Figure 1. Wiring by layer.
The bar under the picture is 100 um long. Only two layers are drawn.
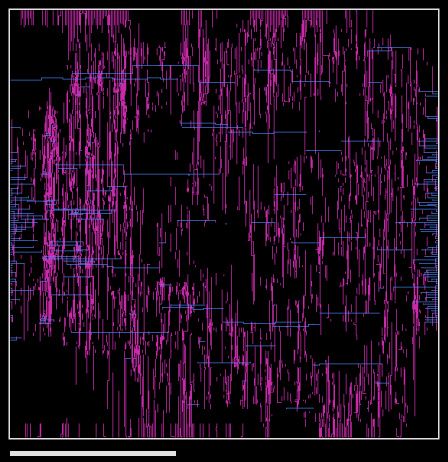
Figure 2. Clock distribution.
The bar under the picture is 100 um long.
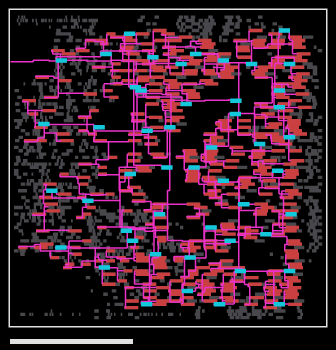
Figure 3. Clock routing.
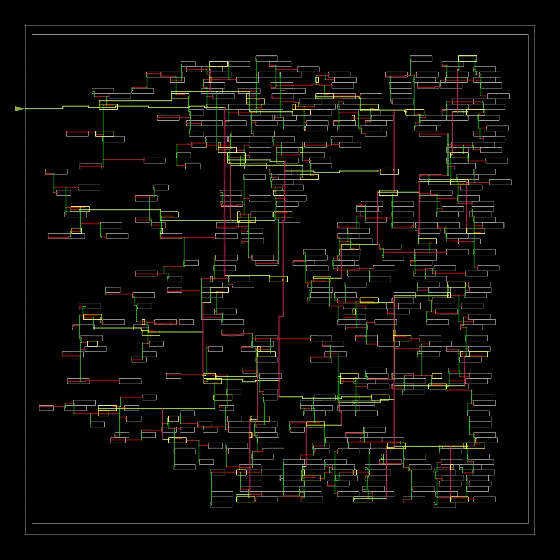
Figure 4. Sequential cells coloured by netlist name.
The bar under the picture is 100 um long. Other sequential cells in the stronger grey, the rest of the logic in the fainter grey.
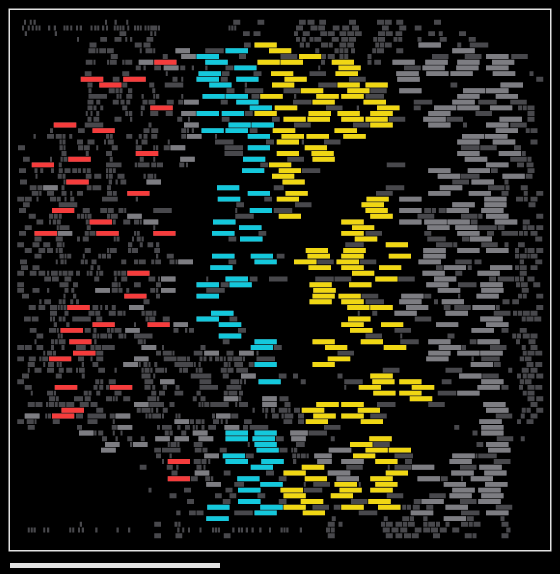
**src/rtl/fetch_pf.sv**
```systemverilog
// rtl/fetch_pf.sv - prefetching instruction fetch unit with tagged flush
//
// Purpose: keeps up to MAX_OT core-bus reads in flight and collects the returned
// words in an L0 FIFO of L0_BUFFER_SIZE entries {instr, pc, fault}. A jump or stop
// marks in-flight entries stale instead of draining them.
// Ports:
//   clk, rst            core clock, synchronous active-high reset
//   instr_cb_mosi_o     core-bus read request (write channel tied off)
//   instr_cb_miso_i     core-bus read address ready / read response
//   fetch_start_i       enable; low stops issue and flushes
//   fetch_start_addr_i  PC loaded while rst is high
//   fetch_req_i/addr_i  jump pulse and target from EXEC
//   fetch_valid_o/ready_i, fetch_instr_o, fetch_pc_o  decode handshake
//   trap_info_o         instruction access fault of the head entry

package nox_pkg;
  typedef logic [31:0] pc_t;
  typedef logic [31:0] instr_raw_t;
  typedef enum logic [2:0] {CB_BYTE = 3'd0, CB_HWORD = 3'd1, CB_WORD = 3'd2, CB_DWORD = 3'd3} cb_size_t;
  typedef enum logic [1:0] {CB_OKAY = 2'd0, CB_EXOKAY = 2'd1, CB_SLVERR = 2'd2, CB_DECERR = 2'd3} cb_error_t;
  typedef struct packed {
    pc_t         wr_addr;
    cb_size_t    wr_size;
    logic        wr_addr_valid;
    logic [31:0] wr_data;
    logic [3:0]  wr_strobe;
    logic        wr_data_valid;
    logic        wr_resp_ready;
    pc_t         rd_addr;
    cb_size_t    rd_size;
    logic        rd_addr_valid;
    logic        rd_ready;
  } s_cb_mosi_t;
  typedef struct packed {
    logic        wr_addr_ready;
    logic        wr_data_ready;
    cb_error_t   wr_resp;
    logic        wr_resp_valid;
    logic        rd_addr_ready;
    logic [31:0] rd_data;
    cb_error_t   rd_resp;
    logic        rd_valid;
  } s_cb_miso_t;
  typedef struct packed {
    logic active;
    pc_t  pc_addr;
    pc_t  mtval;
  } s_trap_info_t;
endpackage

module fetch_pf
  import nox_pkg::*;
#(
  parameter int L0_BUFFER_SIZE = 4,
  parameter int MAX_OT         = 2
) (
  input  logic         clk,
  input  logic         rst,
  output s_cb_mosi_t   instr_cb_mosi_o,
  input  s_cb_miso_t   instr_cb_miso_i,
  input  logic         fetch_start_i,
  input  pc_t          fetch_start_addr_i,
  input  logic         fetch_req_i,
  input  pc_t          fetch_addr_i,
  output logic         fetch_valid_o,
  input  logic         fetch_ready_i,
  output instr_raw_t   fetch_instr_o,
  output pc_t          fetch_pc_o,
  output s_trap_info_t trap_info_o
);
  localparam int OW = (MAX_OT > 1) ? $clog2(MAX_OT) : 1;
  localparam int LW = (L0_BUFFER_SIZE > 1) ? $clog2(L0_BUFFER_SIZE) : 1;
  localparam int CW = $clog2(L0_BUFFER_SIZE + 1) + 1;
  localparam logic [CW-1:0] MAX_OT_C = CW'(MAX_OT);
  localparam logic [CW-1:0] L0_C     = CW'(L0_BUFFER_SIZE);

  // address phase
  pc_t        pc_q;
  logic       areq_q;
  pc_t        aaddr_q;
  logic       astale_q;
  logic       rd_ready_q;
  // outstanding tracker
  pc_t        ot_pc [MAX_OT];
  logic [MAX_OT-1:0] ot_live;
  logic [OW-1:0] ot_wp, ot_rp;
  logic [CW-1:0] ot_cnt;
  // L0 buffer
  instr_raw_t l0_instr [L0_BUFFER_SIZE];
  pc_t        l0_pc [L0_BUFFER_SIZE];
  logic [L0_BUFFER_SIZE-1:0] l0_fault;
  logic [LW-1:0] l0_wp, l0_rp;
  logic [CW-1:0] l0_occ;

  logic flush, stall, accept, rsp, push, pop, can_issue, seq_issue, jump_issue;
  logic [CW-1:0] ot_nxt, l0_nxt;
  logic unused_miso;

  assign unused_miso = ^{instr_cb_miso_i.wr_addr_ready, instr_cb_miso_i.wr_data_ready,
                         instr_cb_miso_i.wr_resp, instr_cb_miso_i.wr_resp_valid};

  function automatic logic [OW-1:0] ot_inc(input logic [OW-1:0] p);
    return (p == OW'(MAX_OT - 1)) ? '0 : p + 1'b1;
  endfunction

  function automatic logic [LW-1:0] l0_inc(input logic [LW-1:0] p);
    return (p == LW'(L0_BUFFER_SIZE - 1)) ? '0 : p + 1'b1;
  endfunction

  assign flush  = fetch_req_i | ~fetch_start_i;
  assign stall  = areq_q & ~instr_cb_miso_i.rd_addr_ready;
  assign accept = areq_q & instr_cb_miso_i.rd_addr_ready;
  // With ot_cnt = 0 any response belongs to traffic from before a reset.
  assign rsp    = instr_cb_miso_i.rd_valid & rd_ready_q & (ot_cnt != '0);
  assign push   = rsp & ot_live[ot_rp] & ~flush;
  assign pop    = fetch_valid_o & fetch_ready_i;

  // Credits are judged on next-cycle counts so that an accept and a response
  // landing together keep the one-per-cycle stream going without overshoot.
  assign ot_nxt    = ot_cnt + CW'(accept) - CW'(rsp);
  assign l0_nxt    = flush ? '0 : (l0_occ + CW'(push) - CW'(pop));
  assign can_issue = ~stall & (ot_nxt < MAX_OT_C) & ((ot_nxt + l0_nxt) < L0_C);
  assign seq_issue  = can_issue & fetch_start_i & ~fetch_req_i;
  // A jump drives its target onto the bus directly, saving a cycle of redirect.
  assign jump_issue = can_issue & fetch_start_i & fetch_req_i;

  always_comb begin
    instr_cb_mosi_o               = '0;
    instr_cb_mosi_o.rd_addr       = aaddr_q;
    instr_cb_mosi_o.rd_size       = areq_q ? CB_WORD : CB_BYTE;
    instr_cb_mosi_o.rd_addr_valid = areq_q;
    instr_cb_mosi_o.rd_ready      = rd_ready_q;
  end

  always_comb begin
    fetch_valid_o       = ~rst & fetch_start_i & ~fetch_req_i & (l0_occ != '0);
    fetch_instr_o       = fetch_valid_o ? l0_instr[l0_rp] : '0;
    fetch_pc_o          = fetch_valid_o ? l0_pc[l0_rp] : '0;
    trap_info_o         = '0;
    trap_info_o.active  = fetch_valid_o & l0_fault[l0_rp];
    trap_info_o.pc_addr = trap_info_o.active ? l0_pc[l0_rp] : '0;
    trap_info_o.mtval   = trap_info_o.active ? l0_pc[l0_rp] : '0;
  end

  always_ff @(posedge clk) begin
    if (rst) begin
      pc_q       <= fetch_start_addr_i;
      areq_q     <= 1'b0;
      aaddr_q    <= '0;
      astale_q   <= 1'b0;
      rd_ready_q <= 1'b0;
      ot_wp      <= '0;
      ot_rp      <= '0;
      ot_cnt     <= '0;
      ot_live    <= '0;
      l0_wp      <= '0;
      l0_rp      <= '0;
      l0_occ     <= '0;
    end else begin
      rd_ready_q <= 1'b1;

      if (seq_issue) begin
        areq_q   <= 1'b1;
        aaddr_q  <= pc_q;
        astale_q <= 1'b0;
        pc_q     <= pc_q + 32'd4;
      end else if (jump_issue) begin
        areq_q   <= 1'b1;
        aaddr_q  <= fetch_addr_i;
        astale_q <= 1'b0;
        pc_q     <= fetch_addr_i + 32'd4;
      end else begin
        if (fetch_req_i) pc_q <= fetch_addr_i;
        // A stalled request must stay on the bus; it is only tagged stale.
        if (stall) astale_q <= astale_q | flush;
        else       areq_q   <= 1'b0;
      end

      ot_cnt <= ot_nxt;
      if (rsp) ot_rp <= ot_inc(ot_rp);
      if (flush) ot_live <= '0;
      if (accept) begin
        ot_pc[ot_wp]   <= aaddr_q;
        ot_live[ot_wp] <= ~astale_q & ~flush;
        ot_wp          <= ot_inc(ot_wp);
      end

      if (flush) begin
        l0_wp  <= '0;
        l0_rp  <= '0;
        l0_occ <= '0;
      end else begin
        if (push) begin
          l0_instr[l0_wp] <= instr_cb_miso_i.rd_data;
          l0_pc[l0_wp]    <= ot_pc[ot_rp];
          l0_fault[l0_wp] <= (instr_cb_miso_i.rd_resp != CB_OKAY);
          l0_wp           <= l0_inc(l0_wp);
        end
        if (pop) l0_rp <= l0_inc(l0_rp);
        l0_occ <= l0_nxt;
      end
    end
  end
endmodule

```
**config.mk**
```make
export PLATFORM = sky130hd
export DESIGN_NAME = fetch_pf
export DESIGN_NICKNAME = d
export VERILOG_FILES = /design/src/rtl/fetch_pf.sv
export SDC_FILE = /design/constraint.sdc
export NUM_CORES = 1
export LEC_CHECK = 0
export CELL_PAD_IN_SITES_DETAIL_PLACEMENT = 0
export CELL_PAD_IN_SITES_GLOBAL_PLACEMENT = 1
export CORE_MARGIN = 3
export CORE_UTILIZATION = 30
export CTS_CLUSTER_SIZE = 10
export DETAILED_ROUTE_END_ITERATION = 10
export PLACE_DENSITY = 0.6
export SETUP_SLACK_MARGIN = 0.2
export SYNTH_ARGS = -nofsm -noshare
export SYNTH_HDL_FRONTEND = slang
export SYNTH_SLANG_ARGS = --single-unit
```
**constraint.sdc**
```tcl
create_clock -name clk -period 15.45 [get_ports clk]
set_input_delay 3.09 -clock clk [delete_from_list [all_inputs] [get_ports clk]]
set_output_delay 3.09 -clock clk [all_outputs]
set_load 0.01 [all_outputs]
```
==> reports/qor.csv <==
metric;value;unit
hold_class;flip-flop to flip-flop;
design.core.area;62200;sq um
required;12.36;ns
layout.nets;1693;
place_congestion;0.804;
synthTopCellsByArea;edfxtp_1 (56%), mux4_2 (7.7%), dfxtp_1 (5.7%);
ys_seq_share;62.1;%
crit_type;primary input to output port;
worst_pin_slew;1.06;ns
first_pass_iters;5;
setup_viol;0;
status;finished clean;
viasPerCell;4.72;
h-tree-depth;2;
die_w;257;um
setup_tns;0;ns
synth.avg_cell_area;14.2;sq um
whs;0.485;ns
clockRootBuffer;clkbuf_16;
rsz0062_at_grt;false;
r2r.worst_path.cells;19;
slew_viol_final;0;
fin_crit_sh;58.1;%
port-buffer-count;269;
syn-cell-area;19000;sq um
syn_to_final_growth;23.6;%
grt_pass1_wl;74200;um
cp_cell_sequence;clkdlybuf4s50_1 > nand2_1 > a21oi_4 > buf_4 > and3_1 > clkdlybuf4s50_1;
grt-ovfl-total;0;
ctsResizeCount;0;
maxCapViolCount;0;
synth_chip_area;19000;sq um
About Figure 1:
[met2] magenta | wire length: 22.7 mm
[met3] blue | wire length: 2,440 um

About Figure 2:
[cells driving clock nets] cyan | count: 49
[flip-flops] red | count: 410
[clock wires] magenta | length: 5,710 um
routed clock nets: 50

About Figure 3:
Sink Count: 410
Seq cells: 410
Num CTS Buffers: 49

About Figure 4:
[pc_q] red | flops: 32
[ot_pc] cyan | flops: 64 | where: a vertical strip down the middle
[l0_pc] yellow | flops: 128

==> synthesized netlist by cell type, types with 18 or more instances <==
cell type and n:
o21ai_0 27, mux2_2 34, buf_4 112, mux4_2 65
nand2_1 72, nand3_1 32, nand4_1 18, a211oi_1 31
and3_1 44, edfxtp_1 356, a21oi_1 30, ha_1 19
nor3_1 18, clkbuf_1 40, nor2_1 69, inv_1 22
mux2i_1 39, dfxtp_1 54, and2_1 75
==> cell usage in the layout, fill, tap and decap left out, drive strengths merged, types with 11 or more instances in the layout <==
cell type,synthesis,final
edfxtp,356,356
clkdlybuf4s50,0,267
clkbuf,46,80
conb,1,76
and2,75,75
nand2,72,72
nor2,69,69
mux4,65,65
dfxtp,54,54
and3,44,44
mux2i,39,39
mux2,34,34
nand3,34,34
a21oi,32,32
a211oi,31,31
o21ai,28,28
inv,22,22
buf,140,21
ha,19,19
nand4,19,19
nor3,18,18
xor2,13,13
xnor2,11,11
==> critical path: cells and delay by family <==
| family | cells | cell delay [ns] |
|---|---|---|
| compound gates | 1 | 0.19 |
| buf+inv | 3 | 1.83 |
| simple gates | 2 | 0.65 |
==> cell type report <==
type,instances,area share [%]
diodes,1,0.0107
repair buffers,288,12.1
flip-flops and latches,410,50.3
clock buffers,80,6.21
inverters,22,0.352
multi-input cells,791,26.6
clock inverters,2,0.0854
well taps,837,4.47
==> state kept, by name, summed over array words and instances, names as in the netlist, named ones only <==
name	flops
aaddr_q	32
areq_q	1
astale_q	1
l0_fault	4
l0_instr	128
l0_occ	4
l0_pc	128
l0_rp	2
l0_wp	2
ot_cnt	4
ot_live	2
ot_pc	64
ot_rp	1
ot_wp	1
pc_q	32
rd_ready_q	1
==> cell families after synthesis <==
family	count (synthesis)	share of synthesized area, %
flops	410	62.1
simple gates	375	10.8
buf+inv	209	6.85
compound gates	157	5.94
mux	138	11.8
xor+xnor	24	1.11
fa+ha+maj	21	1.46
other cells	1	0.0198
==> layer usage <==
layer	vias up	GRT usage (%)	routed length (um)
met5	-	0	0
met4	0	3.82	1090
met3	72	2.84	2440
met2	330	23.7	22700
met1	5711	19.6	22100
li1	5371	-	-
==> final timing paths <==
path                               startpoint         endpoint  slack, ns
worst max-delay path            fetch_start_i  trap_info_o[20]       6.47
worst min-delay path               ot_live[0]       ot_live[0]       0.48
worst max register to register      l0_occ[2]         pc_q[14]       9.91
worst min register to register     ot_live[0]       ot_live[0]       0.48
==> metrics by stage <==
stage          worst slack (ns)  instances  utilization [%]
6_report                   6.47       2431             37.7
3_5_place_dp               6.08       2348             35.3
2_1_floorplan              7.69       1410                -
5_1_grt                    6.26       2430             37.7
3_3_place_gp               6.11       2348             35.3
4_1_cts                    6.42       2430             37.7
==> where the power goes <==
part	internal, mW	switching, mW
Clock	0.635	0.427
Combinational	0.201	0.306
Sequential	1.29	0.0626
Power is estimated from default activity; no workload was simulated.
